[src/rtl/multicycle_control_pkg.sv]
// Shared encodings for the multicycle MIPS-style controller: states, opcodes,
// datapath mux/ALU codes and the bundle of Moore control outputs.
package multicycle_control_pkg;

  typedef enum logic [3:0] {
    S_FETCH  = 4'd0,
    S_DECODE = 4'd1,
    S_MEMADR = 4'd2,
    S_MEMRD  = 4'd3,
    S_MEMWB  = 4'd4,
    S_MEMWR  = 4'd5,
    S_EXEC   = 4'd6,
    S_ALUWB  = 4'd7,
    S_ADDIEX = 4'd8,
    S_ADDIWB = 4'd9,
    S_BRANCH = 4'd10,
    S_JUMP   = 4'd11
  } state_e;

  localparam logic [5:0] OP_RTYPE = 6'b000000;
  localparam logic [5:0] OP_LW    = 6'b100011;
  localparam logic [5:0] OP_SW    = 6'b101011;
  localparam logic [5:0] OP_BEQ   = 6'b000100;
  localparam logic [5:0] OP_ADDI  = 6'b001000;
  localparam logic [5:0] OP_J     = 6'b000010;

  localparam logic [1:0] ALUOP_ADD   = 2'b00;
  localparam logic [1:0] ALUOP_SUB   = 2'b01;
  localparam logic [1:0] ALUOP_FUNCT = 2'b10;

  localparam logic [1:0] SRCB_REG    = 2'b00;
  localparam logic [1:0] SRCB_FOUR   = 2'b01;
  localparam logic [1:0] SRCB_IMM    = 2'b10;
  localparam logic [1:0] SRCB_BRANCH = 2'b11;

  localparam logic [1:0] PCSRC_ALU    = 2'b00;
  localparam logic [1:0] PCSRC_ALUOUT = 2'b01;
  localparam logic [1:0] PCSRC_JUMP   = 2'b10;

  typedef struct packed {
    logic       iord;
    logic       mem_write;
    logic       ir_write;
    logic       reg_dst;
    logic       mem_to_reg;
    logic       reg_write;
    logic       alu_src_a;
    logic       branch;
    logic       pc_write;
    logic [1:0] alu_src_b;
    logic [1:0] alu_op;
    logic [1:0] pc_src;
  } ctrl_t;

  function automatic logic is_known_op(input logic [5:0] op);
    return (op == OP_RTYPE) || (op == OP_LW) || (op == OP_SW) ||
           (op == OP_BEQ) || (op == OP_ADDI) || (op == OP_J);
  endfunction

endpackage

[src/rtl/multicycle_control_out_decode.sv]
// State-to-control decode for the multicycle controller; purely combinational,
// every field not set for a state stays 0.
module mcc_out_decode
  import multicycle_control_pkg::*;
#(
  parameter int STATE_W = 4
) (
  input  logic [STATE_W-1:0] i_state,
  output ctrl_t              o_ctrl
);

  always_comb begin
    o_ctrl = '0;
    case (i_state)
      STATE_W'(S_FETCH): begin
        o_ctrl.ir_write  = 1'b1;
        o_ctrl.pc_write  = 1'b1;
        o_ctrl.alu_src_b = SRCB_FOUR;
        o_ctrl.alu_op    = ALUOP_ADD;
        o_ctrl.pc_src    = PCSRC_ALU;
      end
      STATE_W'(S_DECODE): begin
        o_ctrl.alu_src_b = SRCB_BRANCH;
        o_ctrl.alu_op    = ALUOP_ADD;
      end
      STATE_W'(S_MEMADR), STATE_W'(S_ADDIEX): begin
        o_ctrl.alu_src_a = 1'b1;
        o_ctrl.alu_src_b = SRCB_IMM;
        o_ctrl.alu_op    = ALUOP_ADD;
      end
      STATE_W'(S_MEMRD): o_ctrl.iord = 1'b1;
      STATE_W'(S_MEMWR): begin
        o_ctrl.iord      = 1'b1;
        o_ctrl.mem_write = 1'b1;
      end
      STATE_W'(S_MEMWB): begin
        o_ctrl.reg_write  = 1'b1;
        o_ctrl.mem_to_reg = 1'b1;
      end
      STATE_W'(S_EXEC): begin
        o_ctrl.alu_src_a = 1'b1;
        o_ctrl.alu_src_b = SRCB_REG;
        o_ctrl.alu_op    = ALUOP_FUNCT;
      end
      STATE_W'(S_ALUWB): begin
        o_ctrl.reg_write = 1'b1;
        o_ctrl.reg_dst   = 1'b1;
      end
      STATE_W'(S_ADDIWB): o_ctrl.reg_write = 1'b1;
      STATE_W'(S_BRANCH): begin
        o_ctrl.alu_src_a = 1'b1;
        o_ctrl.alu_src_b = SRCB_REG;
        o_ctrl.alu_op    = ALUOP_SUB;
        o_ctrl.pc_src    = PCSRC_ALUOUT;
        o_ctrl.branch    = 1'b1;
      end
      STATE_W'(S_JUMP): begin
        o_ctrl.pc_src   = PCSRC_JUMP;
        o_ctrl.pc_write = 1'b1;
      end
      default: o_ctrl = '0;
    endcase
  end

endmodule

[src/rtl/multicycle_control.sv]
// Multicycle controller: state register and next-state logic here, Moore output
// decode in mcc_out_decode; write/enable strobes are masked while reset is high.
module multicycle_control
  import multicycle_control_pkg::*;
#(
  parameter int STATE_W = 4
) (
  input  logic               clock,
  input  logic               reset,
  input  logic [5:0]         opcode,
  input  logic               zero,
  output logic               iord,
  output logic               mem_write,
  output logic               ir_write,
  output logic               reg_dst,
  output logic               mem_to_reg,
  output logic               reg_write,
  output logic               alu_src_a,
  output logic               branch,
  output logic               pc_write,
  output logic               pc_en,
  output logic               illegal,
  output logic [1:0]         alu_src_b,
  output logic [1:0]         alu_op,
  output logic [1:0]         pc_src,
  output logic [STATE_W-1:0] state
);

  logic [STATE_W-1:0] r_state;
  logic [STATE_W-1:0] w_next;
  ctrl_t              w_ctrl;

  always_ff @(posedge clock) begin
    if (reset) r_state <= STATE_W'(S_FETCH);
    else       r_state <= w_next;
  end

  // Opcode is only consulted in DECODE and MEMADR; undefined encodings fall to FETCH.
  always_comb begin
    w_next = STATE_W'(S_FETCH);
    case (r_state)
      STATE_W'(S_FETCH): w_next = STATE_W'(S_DECODE);
      STATE_W'(S_DECODE): begin
        case (opcode)
          OP_LW, OP_SW: w_next = STATE_W'(S_MEMADR);
          OP_RTYPE:     w_next = STATE_W'(S_EXEC);
          OP_BEQ:       w_next = STATE_W'(S_BRANCH);
          OP_ADDI:      w_next = STATE_W'(S_ADDIEX);
          OP_J:         w_next = STATE_W'(S_JUMP);
          default:      w_next = STATE_W'(S_FETCH);
        endcase
      end
      STATE_W'(S_MEMADR): w_next = (opcode == OP_SW) ? STATE_W'(S_MEMWR) : STATE_W'(S_MEMRD);
      STATE_W'(S_MEMRD):  w_next = STATE_W'(S_MEMWB);
      STATE_W'(S_EXEC):   w_next = STATE_W'(S_ALUWB);
      STATE_W'(S_ADDIEX): w_next = STATE_W'(S_ADDIWB);
      default:            w_next = STATE_W'(S_FETCH);
    endcase
  end

  mcc_out_decode #(.STATE_W(STATE_W)) u_out_decode (
    .i_state (r_state),
    .o_ctrl  (w_ctrl)
  );

  // illegal is the one output that looks at opcode: it flags the DECODE cycle itself.
  always_comb begin
    iord       = w_ctrl.iord;
    reg_dst    = w_ctrl.reg_dst;
    mem_to_reg = w_ctrl.mem_to_reg;
    alu_src_a  = w_ctrl.alu_src_a;
    branch     = w_ctrl.branch;
    alu_src_b  = w_ctrl.alu_src_b;
    alu_op     = w_ctrl.alu_op;
    pc_src     = w_ctrl.pc_src;
    ir_write   = w_ctrl.ir_write  & ~reset;
    pc_write   = w_ctrl.pc_write  & ~reset;
    mem_write  = w_ctrl.mem_write & ~reset;
    reg_write  = w_ctrl.reg_write & ~reset;
    pc_en      = (w_ctrl.pc_write | (w_ctrl.branch & zero)) & ~reset;
    illegal    = (r_state == STATE_W'(S_DECODE)) & ~is_known_op(opcode) & ~reset;
    state      = r_state;
  end

endmodule

[config.mk]
export PLATFORM = sky130hd
export DESIGN_NAME = multicycle_control
export DESIGN_NICKNAME = d
export VERILOG_FILES = /design/src/rtl/multicycle_control_pkg.sv /design/src/rtl/multicycle_control_out_decode.sv /design/src/rtl/multicycle_control.sv
export SDC_FILE = /design/constraint.sdc
export NUM_CORES = 1
export LEC_CHECK = 0
export CAP_MARGIN = 0
export CORE_MARGIN = 2
export CORE_UTILIZATION = 30
export CTS_CLUSTER_DIAMETER = 120
export DETAILED_ROUTE_END_ITERATION = 10
export GPL_TIMING_DRIVEN = 0
export PLACE_DENSITY = 0.66
export SETUP_SLACK_MARGIN = 0.02
export SYNTH_ARGS = -nofsm -noshare
export SYNTH_HDL_FRONTEND = slang
export SYNTH_SLANG_ARGS = --single-unit
[constraint.sdc]
create_clock -name clock -period 3.81 [get_ports clock]
set_clock_uncertainty 0.1 [all_clocks]
set_input_delay 0.381 -clock clock [delete_from_list [all_inputs] [get_ports clock]]
set_output_delay 0.381 -clock clock [all_outputs]
set_load 0.05 [all_outputs]
Metal layers overlaid:
(10 px per µm)
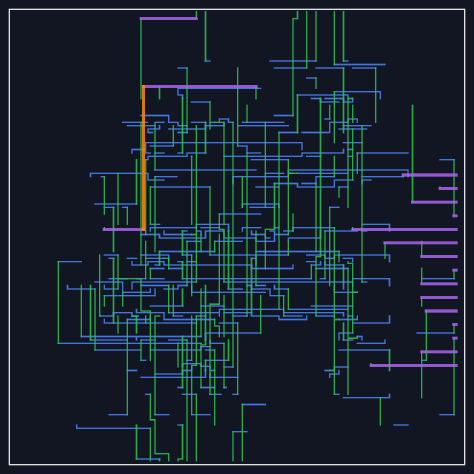
color	layer	wire length
orange	M4	14.3 µm
purple	M3	75.7 µm
green	M2	732 µm
blue	M1	693 µm
vias: 656
Routed WL: 1514 µm
WL/cell: 12.51 µm

Logic cells by family:
(6 px per µm)
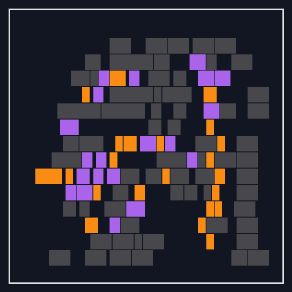
color	family	cells	most used
orange	nor cells	22	nor2_1
purple	aoi and oai cells	20	a21oi_1

==> results_dict.tcl <==
# flow metrics
set metrics [dict create \
    post_cts_buffers 0 \
    area_growth_pct 62.77 \
    globalplace.congestion 0.8190 \
    dr.pass1.iters 4 \
    grt_pass1_wl_um 2559 \
    p_leak_nw 0.2765 \
    setup_tns_ns 0 \
    setup_viol_count_final 0 \
    ys_cells 74 \
    pwr_density_cell_nw_per_um2 206.6 \
    ir_worst_vdd_uv 157.7 \
    antenna_cells 0 \
    drt_iter0_markers 9 \
    die_x_um 45.40 \
    grt.total_usage_pct 16.71 \
    portBuffers 28 \
    warning_count 26 \
    hold_path_class "input port to register" \
    fp_nets 83 \
    clkSlewWorstSetupHoldPaths_ns 0.04 \
    edf_count 0 \
    cp_max_fo 6 \
    fmax_mhz 356.0 \
    route.detailed.drc 0 \
    worstPathArrival_ns 2.33 \
    die_h_um 45.40 \
    cp.required_ns 3.33 \
    rows 14 \
    cts_buffer_depth 2 \
    cts_resized 0 \
    final-comb-area_um2 375.4 \
    synth_area_um2 514.2 \
    ys_chip_area_um2 514.2 \
    drtAntennaViolNets 0 \
    core-area_um2 1559 \
    cts_tree "built" \
    p_total_w 0.0001729 \
    hold_buffers 0 \
    ys_warn_count 0 \
    fin_nets 116 \
    chip_area_um2 2061 \
    fillers 148 \
    via_per_inst 5.421 \
    tightest_slew_ns 0.4988 \
    maxSlewViolCount 0 \
    outcome "completed" \
    synthCells 74 \
    ys_seq_share_pct 15.57 \
    grt_pass1_vias 600 \
    cap_violations 0 \
    rsz0062_at_grt "false" \
    grt_overflow 0 \
    fin_crit_ns 2.809 \
    yosys.area.top_type_share_pct 15.57 \
    cts_max_level 1 \
    grt_max_degree 11 \
    period_used_pct 73.74 \
    root_buffer "clkbuf_4" \
    antenna_found_initial 0 \
    post-dp-hpwl_um 1187 \
    crit_path_end_kind "output pin" \
    cp-start-kind "input port" \
    drive_gt1_share_pct 12.38 \
    flop_area_um2 80.08 \
    maxSlewHeadroom_pct 66.64 \
    io_pins 30 \
    synth-async-reset-ratio_pct 0 \
    ys_types 34 \
    largest_register_ffs 4 \
    ff_type "dfxtp_1" \
    avgSynthCellArea_um2 6.949 \
    floorplan.core_util_pct 32.99 \
    top_cells_by_area "dfxtp_1, nor2_1, a21oi_1, clkbuf_8, nand2b_1" \
    numSynthFlops 4 \
    crit_type "input port to output pin" \
    top_area_cell "dfxtp_1" \
    hold_violations 0 \
]
Supply network:
(8 px per µm) Pins as bars on the die edge.
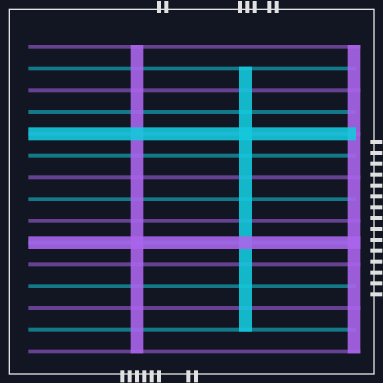
color	net
cyan	VDD
purple	VSS
rows	14
met5 straps	2

Clock routing:
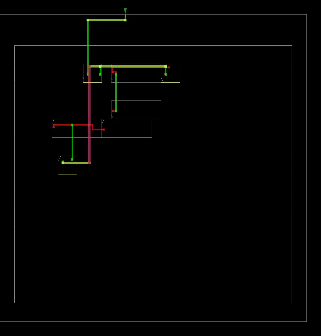
Clock group: 0.0000531 W
clock buffers: 3
TritonCTS Buffers: 3
clk latency late pin: 0.24 ns
CTS sink cnt: 4

## through the flow
stage	area [µm²]	util, %	std cells	setup WS [ns]	hold WS [ns]
2_1_floorplan	514.2	-	74	0.8512	0.4433
3_3_place_gp	814.5	52.25	118	1.009	0.5209
3_5_place_dp	814.5	52.25	118	0.9866	0.5242
4_1_cts	837.1	53.69	121	0.9837	0.2743
5_1_grt	837.1	53.69	121	0.8803	0.2935
6_report	837.1	53.69	121	1.001	0.2749
## cells in the final DEF, fill, tap and decap left out, types with 2 or more instances in the layout
cell type and instances:
buf_4 2, nand2b_1 4, nand2_1 2, nor3_1 2, o21ai_0 3, a211oi_1 3
o21bai_1 2, a21oi_1 6, nand3_1 2, or3_1 2, nor2_1 15, a31oi_1 2
nor4_1 3, clkbuf_8 2, dfxtp_1 4, inv_1 2, clkdlybuf4s50_1 28, clkbuf_4 3
## synth_stat cells, types with 3 or more instances
master    instances
nor2_1           15
a21oi_1           6
dfxtp_1           4
nand2b_1          4
a211oi_1          3
nor4_1            3
o21ai_0           3
## critical path, cell delays in order
cell and delay [ns]:
clkdlybuf4s50_1 0.58, nor4_2 0.09, o21bai_1 0.17, a221oi_1 0.26
clkdlybuf4s50_1 0.85
## final cells by class
class / instances / share of cell area, %
Multi-Input combinational cell: 62 / 44.84
Tap cell: 16 / 2.392
Inverter: 2 / 0.8969
Timing Repair Buffer: 28 / 33.48
Clock buffer: 3 / 2.691
Sequential cell: 4 / 9.567
Buffer: 6 / 6.129
## kinds of logic (layout without fill, tap and decap cells)
logic type / after synthesis / in the layout / synth area share, %
AND/OR/NAND/NOR: 37 / 37 / 39.90
AND-OR/OR-AND: 23 / 23 / 29.68
buffers and inverters: 8 / 39 / 11.43
XOR/XNOR: 2 / 2 / 3.407
flip-flops: 4 / 4 / 15.57
## power by group
group	switching (W)	internal, W
clock	0.0000178	0.0000353
sequential	0.00000160	0.0000434
combinational	0.0000458	0.0000291
## per-layer routing
layer,global-route usage (%),vias up,routed length (µm)
li1,-,335,-
met1,21.69,299,693
met2,27.89,20,731
met3,3.968,2,75
met4,3.529,0,14
met5,0,-,0
## final timing paths
| kind | startpoint | cells after the start | slack [ns] | end |
|---|---|---|---|---|
| max | opcode[3] | 5 | 1.00 | illegal |
| min | reset | 2 | 0.27 | state[0] |
| max reg2reg | state[3] | 4 | 2.35 | state[1] |
| min reg2reg | state[2] | 2 | 0.63 | state[2] |
Power and IR drop assume default switching activity.
